Fig. 1: placed standard cells
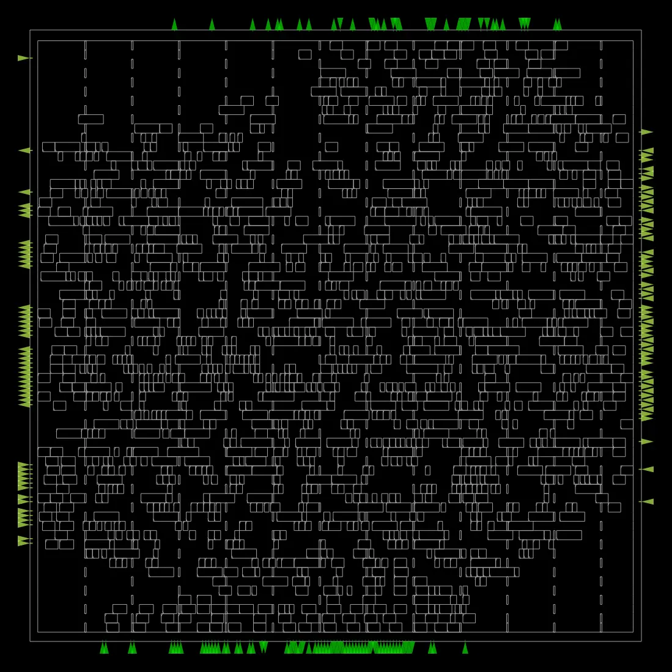
Fig. 2: placement density heat map
The die is cut into 18 by 18 equal tiles; white is low, dark blue is high, 0 to 100% covered.
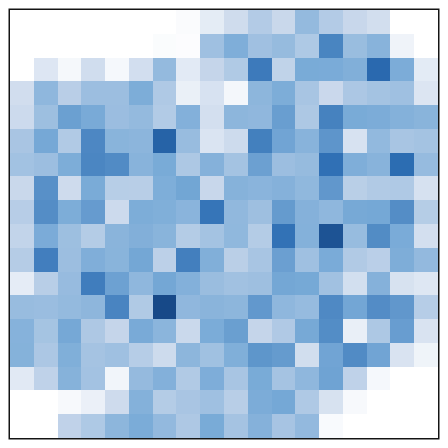
Fig. 3: the metal 1 layer
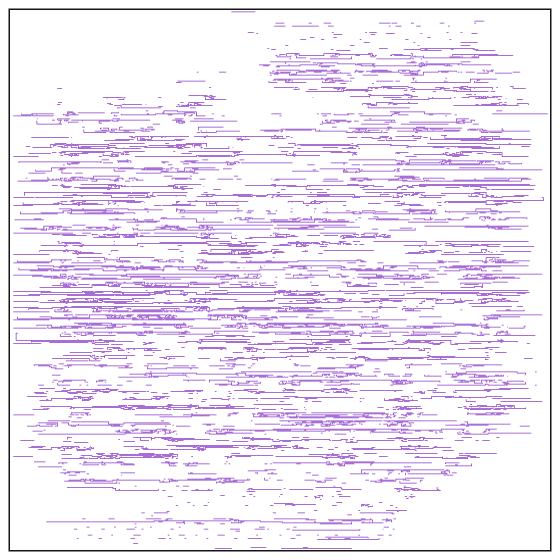
Fig. 4: logic cells by family
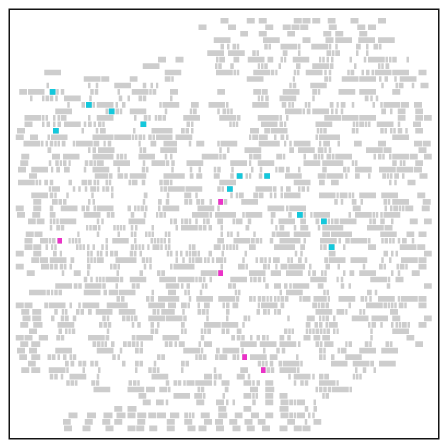
Fig. 5: met2 routing
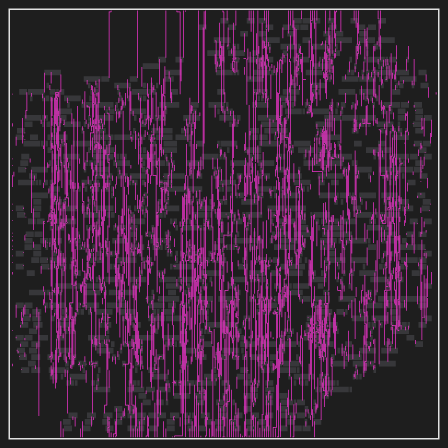
Design fetch_stage, sky130hd; sources not shown.
==> run_results.csv <==
group,metric,value,unit
logic_synthesis,ys_sh_adder,0.135,%
logic_synthesis,synthCells,1342,
grt,grt_pass1_vias,8842,
final_timing,fmax,0.301,GHz
setup_path,crit_fanout,31,
drt,firstDrtPassIters,5,
power_and_ir_drop,power_frac_seq,41.0,%
final_timing,worst_slack,2.37,ns
logic_synthesis,synth_warnings,0,
final_timing,setup_violations,0,
final_timing,slew_headroom,33.0,%
layout,final-comb-area,0.00454,sq mm
power_and_ir_drop,sequentialPower,1.89,mW
drt,drt-met1-wl,14.6,mm
power_and_ir_drop,clk-power,1.24,mW
logic_synthesis,synthTopCellsByArea,"dfxtp_1 42%, nand2_1 14%, o21ai_0 7.5%, nor2_1 6.1%, a21oi_1 5.2%",
clocking,cts.clk_slew.worst_paths,0.07,ns
power_and_ir_drop,combinationalPower,1.48,mW
grt,busiest_layer,"met2",
power_and_ir_drop,ir_drop,0.214,mV
logic_synthesis,yosys_area,0.00929,sq mm
setup_path,slowest_delay,0.64,ns
hold_path,hold_depth,2,
logic_synthesis,compound_area_share,18.7,%
final_timing,tightest_slew,1.00,ns
setup_path,cp_slowest_cell,"clkdlybuf4s50_1",
flow_run,drv_cap,0,
placed_design,port_buffers,200,
drt,ant_nets,0,
logic_synthesis,simple_gate_area_share,26.0,%
setup_path,cpMostUsedCell,"clkdlybuf4s50_1",
layout,regArea,0.00390,sq mm
power_and_ir_drop,powerDensity,381,mW/mm^2
drt,highest_layer,"met4",
logic_synthesis,synth_area_leader_cell,"dfxtp_1",
setup_path,cp-end-kind,"output port",
power_and_ir_drop,p_total,4.61,mW
logic_synthesis,syn_area,0.00929,sq mm
drt,viasPerCell,4.80,
clocking,post_cts_buffers,0,
clocking,ctsResizeCount,0,
flow_run,tool_warnings,26,
final_timing,hold_violations,0,
setup_path,cp_cell_sequence,"clkdlybuf4s50_1 -> inv_2 -> nand2_1 -> nor2_1 -> clkdlybuf4s50_1",
logic_synthesis,async_flop_share,0,%
logic_synthesis,syn_nets,1446,
power_and_ir_drop,power_frac_clock,26.9,%
clocking,cts-root-buf,"clkbuf_16",
logic_synthesis,synth_cell_type_count,43,
die,fp.dieH,180,um
logic_synthesis,top_logic_kind,"simple AND/OR/NAND/NOR gates",
final_timing,slew_viol_final,0,
logic_synthesis,ys_ff,195,
die,io_pins,201,
grt,grt_pass1_wl,48.8,mm
setup_path,crit_buf_inv,3,
logic_synthesis,xor_area_share,1.23,%
final_timing,fin_crit_sh,58.4,%
power_and_ir_drop,p_leak,4.73,nW
setup_path,critPathKind,"primary input to output port",
setup_path,crit_family,"buffers and inverters",
power_and_ir_drop,combPwrFrac,32.1,%
layout,syn_to_final_growth,30.3,%
logic_synthesis,synth-edff-count,0,
logic_synthesis,netlist.area_leader.share,42.0,%
clocking,htreeDepth,4,
clocking,tritoncts,"built",
drt,drt-initial-drc-count,590,
grt,grt-ovfl-total,0,
run_status,status,"complete, no violations",
clocking,cts_hold_buf,0,
layout,lay_top_cells,"335 x nand2_1, 199 x clkdlybuf4s50_1, 195 x dfxtp_1",
final_timing,rsz0062_at_grt,"false",
power_and_ir_drop,p_int,2.82,mW
layout,n_antenna_cell,0,
power_and_ir_drop,swShare,38.9,%
logic_synthesis,avgSynthCellArea,6.92,sq um
power_and_ir_drop,power_switching,1.79,mW
## Picture notes: Fig. 1
non-filler cells, final: 1898
Tapcell Cnt: 396

## Picture notes: Fig. 2
nearly empty tiles: 9.6%
mean over tiles: 36%
emptiest ninth of the die: north-west
fp_density: 30.5%
Core ar.: 0.0305 sq mm

## Picture notes: Fig. 3
wire length on this layer: 14600 um
nets with wire on the layer: 1447
share of all routed wire: 48%
longest straight run: 47.4 um
Vias: 9112
met1 usage: 24.9%
Post-Route WL: 30.6 mm

## Picture notes: Fig. 4
legend:
  magenta:
    family: and/or cells
    cells: 5
  cyan:
    family: non-inverting ao/oa cells
    cells: 11
logic share of the area: 37.6%
Commonest Layout Cell: nand2_1

## Picture notes: Fig. 5
longest straight run: 71.1 um
share of all routed wire: 47%
main direction: vertical
wire length on this layer: 14300 um
nets with wire on the layer: 1193
met2 usage: 31.8%

[Yosys cell counts, drive strengths merged, types with 6 or more instances]
library cell,instances
a21oi,97
a22oi,8
a31oi,38
buf,43
clkbuf,37
dfxtp,195
inv,120
mux2,20
nand2,337
nand3,83
nor2,154
o21a,6
o21ai,145
o21bai,11
xor2,8
[metrics by stage]
step                      instance area, sq um  hold WS, ns
final                                    12100        0.250
after global routing                     12100        0.265
after CTS                                12100        0.250
after detailed placement                 11500        0.237
after global placement                   11400        0.233
after floorplan                           9290        0.224
[layout make-up]
type                       count  area share, %
multi-input combinational    946           37.6
clock inverter                15           1.52
clock buffer                  17           3.52
sequential                   195           32.3
timing repair buffer         208           17.3
inverter                     121           3.75
tap                          396           4.09
Power figures rest on the tool's default switching activity, not on a simulated workload.
